$ cat config.mk
export PLATFORM = sky130hd
export DESIGN_NAME = dmem_port_arbiter_flat
export DESIGN_NICKNAME = d
export VERILOG_FILES = /design/src/rtl/dmem_port_arbiter_if.sv /design/src/rtl/dmem_port_arbiter.sv /design/src/flat_wrapper.sv
export SDC_FILE = /design/constraint.sdc
export NUM_CORES = 1
export LEC_CHECK = 0
export CORE_AREA = 5 5 114 116
export CTS_CLUSTER_SIZE = 10
export DETAILED_ROUTE_END_ITERATION = 8
export DIE_AREA = 0 0 119 121
export GPL_ROUTABILITY_DRIVEN = 0
export PLACE_DENSITY = 0.73
export SLEW_MARGIN = 15
export SYNTH_ARGS = -nofsm -noshare
export SYNTH_HDL_FRONTEND = slang
export SYNTH_SLANG_ARGS = --single-unit
$ cat constraint.sdc
create_clock -name clk -period 4.7 [get_ports clk]
set_input_delay 1.41 -clock clk [delete_from_list [all_inputs] [get_ports clk]]
set_output_delay 1.41 -clock clk [all_outputs]
set_load 0.1 [all_outputs]
$ cat src/rtl/dmem_port_arbiter_if.sv
// Bus bundle between the two data-memory requesters, the arbiter and data_memory.
// slave  : the arbiter's view (requests in, grants/read returns/memory access out).
// master : the environment's view (requesters and the memory model).
interface dmem_port_arbiter_if #(
  parameter int AW = 32,
  parameter int DW = 32
);
  // Port 0: core load/store unit
  logic          p0_req;
  logic          p0_we;
  logic [AW-1:0] p0_addr;
  logic [DW-1:0] p0_wdata;
  logic          p0_gnt;
  logic          p0_rvalid;
  logic [DW-1:0] p0_rdata;

  // Port 1: debug/loader master
  logic          p1_req;
  logic          p1_we;
  logic [AW-1:0] p1_addr;
  logic [DW-1:0] p1_wdata;
  logic          p1_lock;
  logic          p1_gnt;
  logic          p1_rvalid;
  logic [DW-1:0] p1_rdata;

  // Shared data-memory port
  logic          mem_en;
  logic          mem_we;
  logic [AW-1:0] mem_addr;
  logic [DW-1:0] mem_wdata;
  logic [DW-1:0] mem_rdata;

  modport slave (
    input  p0_req, p0_we, p0_addr, p0_wdata,
    output p0_gnt, p0_rvalid, p0_rdata,
    input  p1_req, p1_we, p1_addr, p1_wdata, p1_lock,
    output p1_gnt, p1_rvalid, p1_rdata,
    output mem_en, mem_we, mem_addr, mem_wdata,
    input  mem_rdata
  );

  modport master (
    output p0_req, p0_we, p0_addr, p0_wdata,
    input  p0_gnt, p0_rvalid, p0_rdata,
    output p1_req, p1_we, p1_addr, p1_wdata, p1_lock,
    input  p1_gnt, p1_rvalid, p1_rdata,
    input  mem_en, mem_we, mem_addr, mem_wdata,
    output mem_rdata
  );
endinterface

$ cat src/rtl/dmem_port_arbiter.sv
// Two-port round-robin arbiter in front of the single data-memory port.
// Port 0 is the core LSU, port 1 the debug/loader master. Grants are
// combinational (the access happens in the granting cycle); port 1 may
// hold the port with p1_lock. Read data from memory arrives the cycle after
// the granted read and is registered into the issuing port's rdata, so a
// read granted in cycle N shows rvalid/rdata in cycle N+2.
module dmem_port_arbiter #(
  parameter int AW = 32,
  parameter int DW = 32
) (
  input logic                 clk,
  input logic                 reset,
  dmem_port_arbiter_if.slave  bus
);

  // Arbitration state
  logic          last_gnt_r;   // index of the most recently granted port
  logic          rd_pend_r;    // a read was issued last cycle
  logic          rd_port_r;    // port that issued that read

  // Registered read-return outputs
  logic          p0_rvalid_r;
  logic          p1_rvalid_r;
  logic [DW-1:0] p0_rdata_r;
  logic [DW-1:0] p1_rdata_r;

  // Combinational arbitration results
  logic [1:0]    pick_s;
  logic          gnt0_s;
  logic          gnt1_s;
  logic          gnt_any_s;
  logic          rd_issue_s;

  // Combinational memory-side mux
  logic          mem_we_s;
  logic [AW-1:0] mem_addr_s;
  logic [DW-1:0] mem_wdata_s;

  // Arbitration decision: returns {grant_valid, grant_index}.
  // A lone requester always wins; with both requesting, a held lock gives
  // port 1 the port, otherwise the port that was not granted last wins.
  function automatic logic [1:0] arb_pick(
    input logic req0,
    input logic req1,
    input logic lock1,
    input logic last
  );
    logic [1:0] pick;
    case ({req1, req0})
      2'b01: pick = 2'b10;
      2'b10: pick = 2'b11;
      2'b11: begin
        if (lock1) begin
          pick = 2'b11;
        end else if (last) begin
          pick = 2'b10;
        end else begin
          pick = 2'b11;
        end
      end
      default: pick = 2'b00;
    endcase
    return pick;
  endfunction

  // Grant selection; no grant at all while reset is asserted.
  always_comb begin
    pick_s = 2'b00;
    gnt0_s = 1'b0;
    gnt1_s = 1'b0;
    if (reset) begin
      pick_s = 2'b00;
    end else begin
      pick_s = arb_pick(bus.p0_req, bus.p1_req, bus.p1_lock, last_gnt_r);
    end
    gnt0_s = pick_s[1] & ~pick_s[0];
    gnt1_s = pick_s[1] &  pick_s[0];
  end

  // Route the granted port onto the memory bus; drive zeros when idle.
  always_comb begin
    mem_we_s    = 1'b0;
    mem_addr_s  = {AW{1'b0}};
    mem_wdata_s = {DW{1'b0}};
    case ({gnt1_s, gnt0_s})
      2'b01: begin
        mem_we_s    = bus.p0_we;
        mem_addr_s  = bus.p0_addr;
        mem_wdata_s = bus.p0_wdata;
      end
      2'b10: begin
        mem_we_s    = bus.p1_we;
        mem_addr_s  = bus.p1_addr;
        mem_wdata_s = bus.p1_wdata;
      end
      default: begin
        mem_we_s    = 1'b0;
        mem_addr_s  = {AW{1'b0}};
        mem_wdata_s = {DW{1'b0}};
      end
    endcase
  end

  assign gnt_any_s  = gnt0_s | gnt1_s;
  assign rd_issue_s = gnt_any_s & ~mem_we_s;

  // Round-robin pointer and in-flight read tracking.
  always_ff @(posedge clk) begin
    if (reset) begin
      last_gnt_r <= 1'b1;
      rd_pend_r  <= 1'b0;
      rd_port_r  <= 1'b0;
    end else begin
      if (gnt_any_s) begin
        last_gnt_r <= gnt1_s;
      end else begin
        last_gnt_r <= last_gnt_r;
      end
      rd_pend_r <= rd_issue_s;
      if (rd_issue_s) begin
        rd_port_r <= gnt1_s;
      end else begin
        rd_port_r <= rd_port_r;
      end
    end
  end

  // Capture returning memory data into the port that issued the read.
  always_ff @(posedge clk) begin
    if (reset) begin
      p0_rvalid_r <= 1'b0;
      p1_rvalid_r <= 1'b0;
      p0_rdata_r  <= {DW{1'b0}};
      p1_rdata_r  <= {DW{1'b0}};
    end else begin
      p0_rvalid_r <= rd_pend_r & ~rd_port_r;
      p1_rvalid_r <= rd_pend_r &  rd_port_r;
      if (rd_pend_r && !rd_port_r) begin
        p0_rdata_r <= bus.mem_rdata;
      end else begin
        p0_rdata_r <= p0_rdata_r;
      end
      if (rd_pend_r && rd_port_r) begin
        p1_rdata_r <= bus.mem_rdata;
      end else begin
        p1_rdata_r <= p1_rdata_r;
      end
    end
  end

  assign bus.p0_gnt    = gnt0_s;
  assign bus.p1_gnt    = gnt1_s;
  assign bus.p0_rvalid = p0_rvalid_r;
  assign bus.p1_rvalid = p1_rvalid_r;
  assign bus.p0_rdata  = p0_rdata_r;
  assign bus.p1_rdata  = p1_rdata_r;

  assign bus.mem_en    = gnt_any_s;
  assign bus.mem_we    = mem_we_s;
  assign bus.mem_addr  = mem_addr_s;
  assign bus.mem_wdata = mem_wdata_s;

endmodule
$ cat src/flat_wrapper.sv
// flat-port wrapper written by rule: the top's interface ports become plain ports
module dmem_port_arbiter_flat 
#(
  parameter int AW = 32,
  parameter int DW = 32
)
  (clk, reset, bus_p0_req, bus_p0_we, bus_p0_addr, bus_p0_wdata, bus_p0_gnt, bus_p0_rvalid, bus_p0_rdata, bus_p1_req, bus_p1_we, bus_p1_addr, bus_p1_wdata, bus_p1_lock, bus_p1_gnt, bus_p1_rvalid, bus_p1_rdata, bus_mem_en, bus_mem_we, bus_mem_addr, bus_mem_wdata, bus_mem_rdata);
  dmem_port_arbiter_if #(.AW(AW), .DW(DW)) bus_i ();
  input logic clk;
  input logic reset;
  input wire logic [$bits(bus_i.p0_req)-1:0] bus_p0_req;
  input wire logic [$bits(bus_i.p0_we)-1:0] bus_p0_we;
  input wire logic [$bits(bus_i.p0_addr)-1:0] bus_p0_addr;
  input wire logic [$bits(bus_i.p0_wdata)-1:0] bus_p0_wdata;
  output wire logic [$bits(bus_i.p0_gnt)-1:0] bus_p0_gnt;
  output wire logic [$bits(bus_i.p0_rvalid)-1:0] bus_p0_rvalid;
  output wire logic [$bits(bus_i.p0_rdata)-1:0] bus_p0_rdata;
  input wire logic [$bits(bus_i.p1_req)-1:0] bus_p1_req;
  input wire logic [$bits(bus_i.p1_we)-1:0] bus_p1_we;
  input wire logic [$bits(bus_i.p1_addr)-1:0] bus_p1_addr;
  input wire logic [$bits(bus_i.p1_wdata)-1:0] bus_p1_wdata;
  input wire logic [$bits(bus_i.p1_lock)-1:0] bus_p1_lock;
  output wire logic [$bits(bus_i.p1_gnt)-1:0] bus_p1_gnt;
  output wire logic [$bits(bus_i.p1_rvalid)-1:0] bus_p1_rvalid;
  output wire logic [$bits(bus_i.p1_rdata)-1:0] bus_p1_rdata;
  output wire logic [$bits(bus_i.mem_en)-1:0] bus_mem_en;
  output wire logic [$bits(bus_i.mem_we)-1:0] bus_mem_we;
  output wire logic [$bits(bus_i.mem_addr)-1:0] bus_mem_addr;
  output wire logic [$bits(bus_i.mem_wdata)-1:0] bus_mem_wdata;
  input wire logic [$bits(bus_i.mem_rdata)-1:0] bus_mem_rdata;
  assign bus_i.p0_req = bus_p0_req;
  assign bus_i.p0_we = bus_p0_we;
  assign bus_i.p0_addr = bus_p0_addr;
  assign bus_i.p0_wdata = bus_p0_wdata;
  assign bus_p0_gnt = bus_i.p0_gnt;
  assign bus_p0_rvalid = bus_i.p0_rvalid;
  assign bus_p0_rdata = bus_i.p0_rdata;
  assign bus_i.p1_req = bus_p1_req;
  assign bus_i.p1_we = bus_p1_we;
  assign bus_i.p1_addr = bus_p1_addr;
  assign bus_i.p1_wdata = bus_p1_wdata;
  assign bus_i.p1_lock = bus_p1_lock;
  assign bus_p1_gnt = bus_i.p1_gnt;
  assign bus_p1_rvalid = bus_i.p1_rvalid;
  assign bus_p1_rdata = bus_i.p1_rdata;
  assign bus_mem_en = bus_i.mem_en;
  assign bus_mem_we = bus_i.mem_we;
  assign bus_mem_addr = bus_i.mem_addr;
  assign bus_mem_wdata = bus_i.mem_wdata;
  assign bus_i.mem_rdata = bus_mem_rdata;
  dmem_port_arbiter #(.AW(AW), .DW(DW)) u_core (.clk(clk), .reset(reset), .bus(bus_i));
endmodule
==> run_1/clock_map.png <==
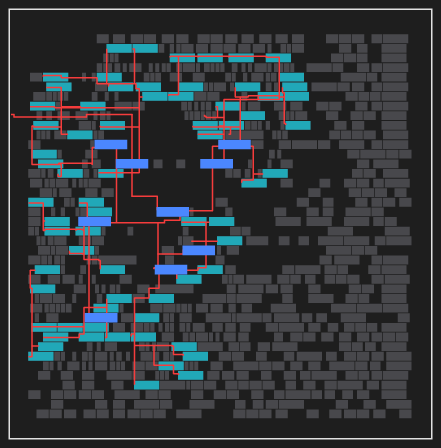
[clock wires] red | length: 868 um
[flip-flops] cyan | count: 69
[cells driving clock nets] blue | count: 9
routed clock nets: 10

==> run_1/final_placement.png <==
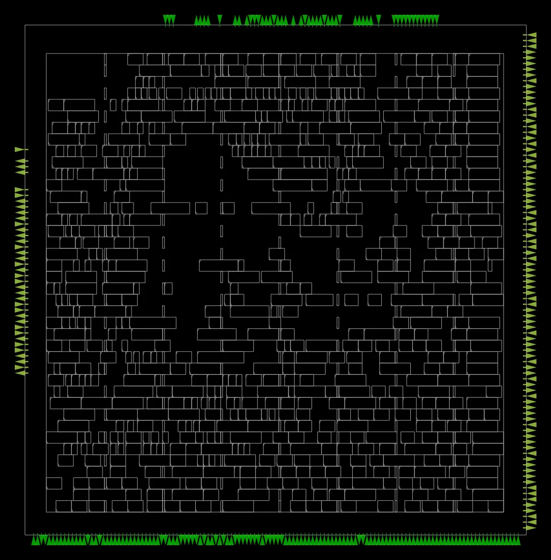
final core occ: 61.7%
Tapcells: 147

==> results.py, run 1 <==
# Metrics from the implementation run
metrics = {
    "finish": {
        "drive_gt1_share_pct": 15.1,
        "layout.cells.non_filler": 824,
        "nClkBuffers": 11,
        "fin_nets": 837,
        "combGateArea_um2": 1520,
        "finalInstanceArea_um2": 7290,
        "comb_area_share_pct": 20.8,
        "signal_buffer_area_fraction_pct": 52.7,
        "signal_buffers": 313,
        "num-multi-input-gates": 274,
        "seqCellArea_um2": 1380,
        "clk_share_pct": 4.79,
        "fillers": 981,
        "n_antenna_cell": 2,
    },
    "placement": {
        "placed_cells_incl_taps": 806,
        "dp_slack_ns": 0.0759,
        "dpl_cell_area_um2": 6920,
    },
    "clock_network": {
        "cts_buffer_depth": 2,
        "postCtsResizedCells": 0,
        "htree_num_levels": 3,
        "cts-root-buf": "clkbuf_16",
        "clk_pin_slew_worst_paths_ns": 0.06,
        "cts.sinks": 69,
        "postCtsSetupBuffers": 0,
    },
    "timing": {
        "finalHoldViolations": 0,
        "finalClockSkew_ns": 0.0109,
        "fin_hold_ws_ns": 0.454,
        "fin_setup_tns_ns": 0,
        "tightest_slew_ns": 1.04,
        "fmax_ghz": 0.217,
        "setup_viol": 0,
        "rsz0062_at_grt": "false",
        "drv_slew": 0,
    },
    "die": {
        "die_width_um": 119,
        "die_h_um": 121,
        "core_um2": 11800,
        "num_rows": 40,
        "initial_core_util_pct": 26.3,
        "pin_count": 301,
    },
    "setup_path": {
        "worstRegToRegCells": 4,
        "critPathSlowestCell": "clkdlybuf4s50_1",
        "cpPeakStageDelay_ns": 0.44,
        "reg2reg_from": "u_core.rd_port_r",
        "timing.rr.end": "u_core.bus.p1_rdata[25]",
        "arrival_ns": 3.19,
        "cp-endpoint": "bus_mem_addr[6]",
        "critPathCaptureType": "output pin",
        "ff2ff_setup_slack_ns": 3.09,
        "crit_path_cell_trace": "clkdlybuf4s50_1 > nand2b_1 > a211oi_4 > buf_12 > buf_4 > a22o_1 > buf_12",
        "path_class": "input port to output pin",
    },
    "hold_path": {
        "hold_class": "register to register",
        "whs_endpoint": "u_core.bus.p0_rdata[11]",
    },
    "synth": {
        "top_area_share_pct": 44.6,
        "postSynthAreaPerCell_um2": 8.10,
        "ys.flops": 69,
        "synth_dominant_cell_count": "nand2_1",
        "async_flop_share_pct": 0,
        "yosys_area_um2": 3100,
        "xor_area_share_pct": 0,
        "netlist_instances": 383,
        "top_area_cell": "dfxtp_1",
        "ys.flop_type": "dfxtp_1",
        "synth-edff-count": 0,
        "top_cells_by_area": "dfxtp_1 45%, a22o_1 18%, nand2_1 16%",
        "topCombFamilyByArea": "AND-OR/OR-AND gates",
        "synth_cell_type_count": 21,
        "ys_sh_adder_pct": 0,
        "synthAoiAreaFrac_pct": 30.2,
    },
    "pwr": {
        "p_int_mw": 1.49,
        "ir_worst_vdd_mv": 0.257,
        "seqPwrFrac_pct": 26.4,
        "p_per_area_nw_per_um2": 320,
        "p_sw_share_pct": 36.0,
        "power-top-group": "combinational logic",
        "pg_clk_mw": 0.783,
        "pwr-share-comb_pct": 40.1,
        "p_comb_mw": 0.935,
        "p_seq_mw": 0.615,
    },
    "grt": {
        "grt_max_degree": 68,
        "grt.overflow.total": 0,
        "grt_antenna_before_repair": 2,
        "use_met2_pct": 45.0,
        "use_met3_pct": 9.37,
        "gr-usage-met1_pct": 27.8,
    },
    "route": {
        "met1_length_mm": 6.98,
        "detail-route-antenna-nets": 0,
        "wl_mm": 18.4,
        "drc": 0,
        "avgRoutedWirePerCell_um": 22.4,
        "wl_met3_mm": 1.64,
        "drt-initial-drc-count": 209,
        "top_layer": "met4",
    },
    "run": {
        "max-cap-violations": 0,
        "warning_count": 26,
    },
    "run_status": {
        "status": "finished clean",
    },
}
==> run_1/wire_density.png <==
The die is cut into 24 by 24 equal tiles; dark blue is low, red is high, scaled to the fullest tile. Values are wire area over tile area, all layers added.
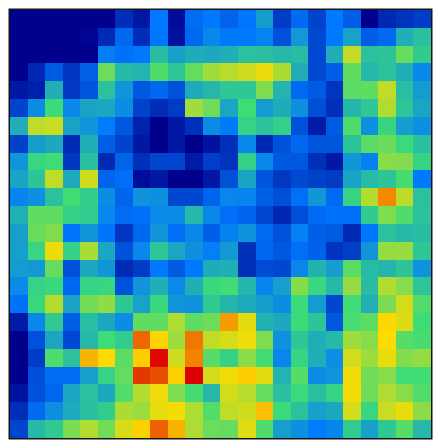
emptiest ninth of the die: upper left
mean over tiles: 0.21
fullest tile: 0.57
densest ninth of the die: bottom centre
total track usage: 25.0%
Via Count: 4052

--- run 2 (diff from run 1) ---
- CAP_MARGIN: default -> 20
- clock period: 4.7 -> 5.2 ns (I/O delays scaled with it)
==> run_2/clock_map.png <==
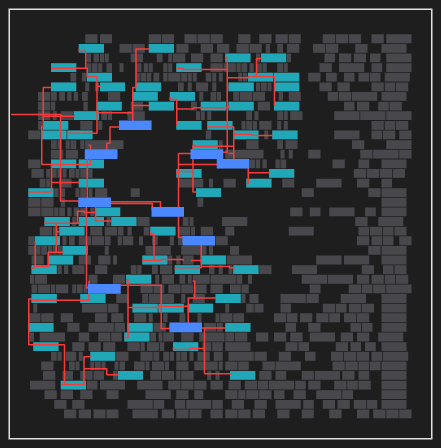
[flip-flops] cyan | count: 69
[clock wires] red | length: 875 um
[cells driving clock nets] blue | count: 9
routed clock nets: 10

==> run_2/drive_strength.png <==
The bar under the picture is 20 um long.
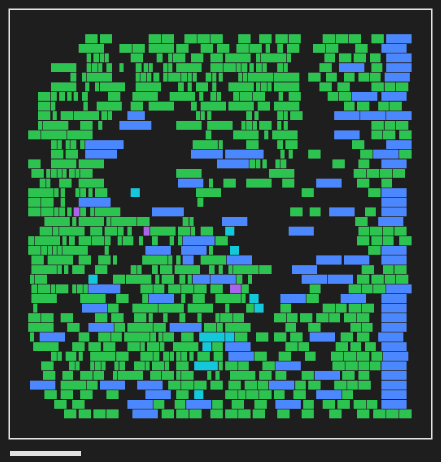
| size | colour | cells | share |
|---|---|---|---|
| drive 6 and up | blue | 83 | 12% |
| drive 3 to 4 | cyan | 11 | 1.6% |
| drive 1 or less | green | 574 | 86% |
| drive 2 | purple | 3 | 0.45% |
post-synthesis to final-layout area growth: 132%
final worst-path setup slack: 0.345 ns
Final Instance Area: 7180 um2
Non-CTS buffers: 309

==> run 2 against run 1 <==
  * Setup slack gained 0.24 ns
  * Utilization is 0.86 points lower
  * Flip-flop count unchanged
  * Final cell count shrank 0.24%
  * Critical endpoint is now bus_mem_wdata[7]
  * Synthesized cell count is the same
  * Global-route usage decreased by 0.69 points
  * Sequential share of layout area up 0.27 points
==> results.py, run 2 <==
# Metrics from the implementation run
metrics = {
    "hold_path": {
        "whs_endpoint": "u_core.bus.p0_rdata[12]",
        "hold_path_startpoint": "u_core.bus.p0_rdata[12]",
        "hold_class": "register to register",
    },
    "clock_network": {
        "postCtsSetupBuffers": 0,
        "cts_buffer_depth": 2,
        "htree_num_levels": 3,
        "cts.sinks": 69,
        "postCtsResizedCells": 0,
        "clk_pin_slew_worst_paths_ns": 0.06,
        "cts-root-buf": "clkbuf_16",
    },
    "grt": {
        "use_met3_pct": 10.5,
        "gr-usage-met1_pct": 26.5,
        "use_met2_pct": 41.8,
        "grt_max_degree": 69,
        "grt_antenna_before_repair": 5,
        "grtUsageTotal_pct": 24.3,
        "grt.overflow.total": 0,
    },
    "timing": {
        "fin_setup_tns_ns": 0,
        "finalClockSkew_ns": 0.00892,
        "rsz0062_at_grt": "false",
        "min_period_ns": 4.86,
        "finalHoldViolations": 0,
        "fmax_ghz": 0.206,
        "maxSlewHeadroom_pct": 29.6,
        "drv_slew": 0,
        "fin_hold_ws_ns": 0.450,
        "tightest_slew_ns": 1.05,
    },
    "setup_path": {
        "cp-endpoint": "bus_mem_wdata[7]",
        "required_ns": 3.64,
        "path_delay_family": "buffers and inverters",
        "worstRegToRegCells": 4,
        "ff2ff_setup_slack_ns": 3.51,
        "timing.rr.end": "u_core.bus.p0_rdata[1]",
        "reg2reg_from": "u_core.rd_port_r",
        "crit_path_cell_trace": "clkdlybuf4s50_1 > nand2b_1 > a211oi_4 > buf_12 > a22o_1 > buf_12",
        "critPathSlowestCell": "clkdlybuf4s50_1",
        "arrival_ns": 3.30,
        "cpPeakStageDelay_ns": 0.41,
        "path_class": "input port to output pin",
        "critPathCaptureType": "output pin",
    },
    "route": {
        "wl_met3_mm": 1.74,
        "vias": 4082,
        "wl_met2_mm": 8.98,
        "drc": 0,
        "drt-initial-drc-count": 296,
        "met1_length_mm": 6.70,
        "wl_mm": 18.0,
        "top_layer": "met5",
        "detail-route-antenna-nets": 0,
        "avgRoutedWirePerCell_um": 21.9,
    },
    "pwr": {
        "p_sw_share_pct": 36.7,
        "ir_worst_vdd_mv": 0.193,
        "p_per_area_nw_per_um2": 287,
        "seqPwrFrac_pct": 26.9,
        "p_seq_mw": 0.556,
        "p_int_mw": 1.30,
        "power-top-group": "combinational logic",
        "pg_clk_mw": 0.673,
        "p_comb_mw": 0.833,
        "pwr-share-comb_pct": 40.4,
    },
    "synth": {
        "yosys_area_um2": 3100,
        "xor_area_share_pct": 0,
        "synthTopCellsByCount": "129 x nand2_1, 69 x dfxtp_1, 65 x a21oi_1, 65 x a22o_1, 16 x buf_2",
        "synth-edff-count": 0,
        "postSynthAreaPerCell_um2": 8.10,
        "synth_dominant_cell_count": "nand2_1",
        "ys.flops": 69,
        "top_cells_by_area": "dfxtp_1 45%, a22o_1 18%, nand2_1 16%",
        "synth_cell_type_count": 21,
        "ys_sh_adder_pct": 0,
        "netlist_instances": 383,
        "async_flop_share_pct": 0,
        "top_area_cell": "dfxtp_1",
        "top_area_share_pct": 44.6,
        "synthAoiAreaFrac_pct": 30.2,
        "ys.flop_type": "dfxtp_1",
        "topCombFamilyByArea": "AND-OR/OR-AND gates",
    },
    "run": {
        "max-cap-violations": 0,
        "warning_count": 26,
    },
    "finish": {
        "seq_area_share_pct": 19.2,
        "mostFrequentLayoutCell": "clkdlybuf4s50_1",
        "clk_share_pct": 4.65,
        "combGateArea_um2": 1510,
        "fin_nets": 833,
        "n_antenna_cell": 4,
        "ff_count": 69,
        "comb_area_share_pct": 21.0,
        "signal_buffer_area_fraction_pct": 52.3,
        "drive_gt1_share_pct": 14.5,
        "fin_util_pct": 60.8,
        "fillers": 1004,
        "layout.cells.non_filler": 822,
        "nClkBuffers": 11,
        "num-multi-input-gates": 274,
        "final_cell_mix": "231 x clkdlybuf4s50_1, 129 x nand2_1, 69 x buf_12, 69 x dfxtp_1",
        "seqCellArea_um2": 1380,
    },
    "die": {
        "die_h_um": 121,
        "pin_count": 301,
        "initial_core_util_pct": 26.3,
        "core_um2": 11800,
        "nWellTaps": 147,
        "num_rows": 40,
    },
    "placement": {
        "placed_cells_incl_taps": 802,
        "dpl_cell_area_um2": 6840,
        "dp_slack_ns": 0.339,
    },
    "run_status": {
        "status": "finished clean",
    },
}
Power and IR drop assume default switching activity.
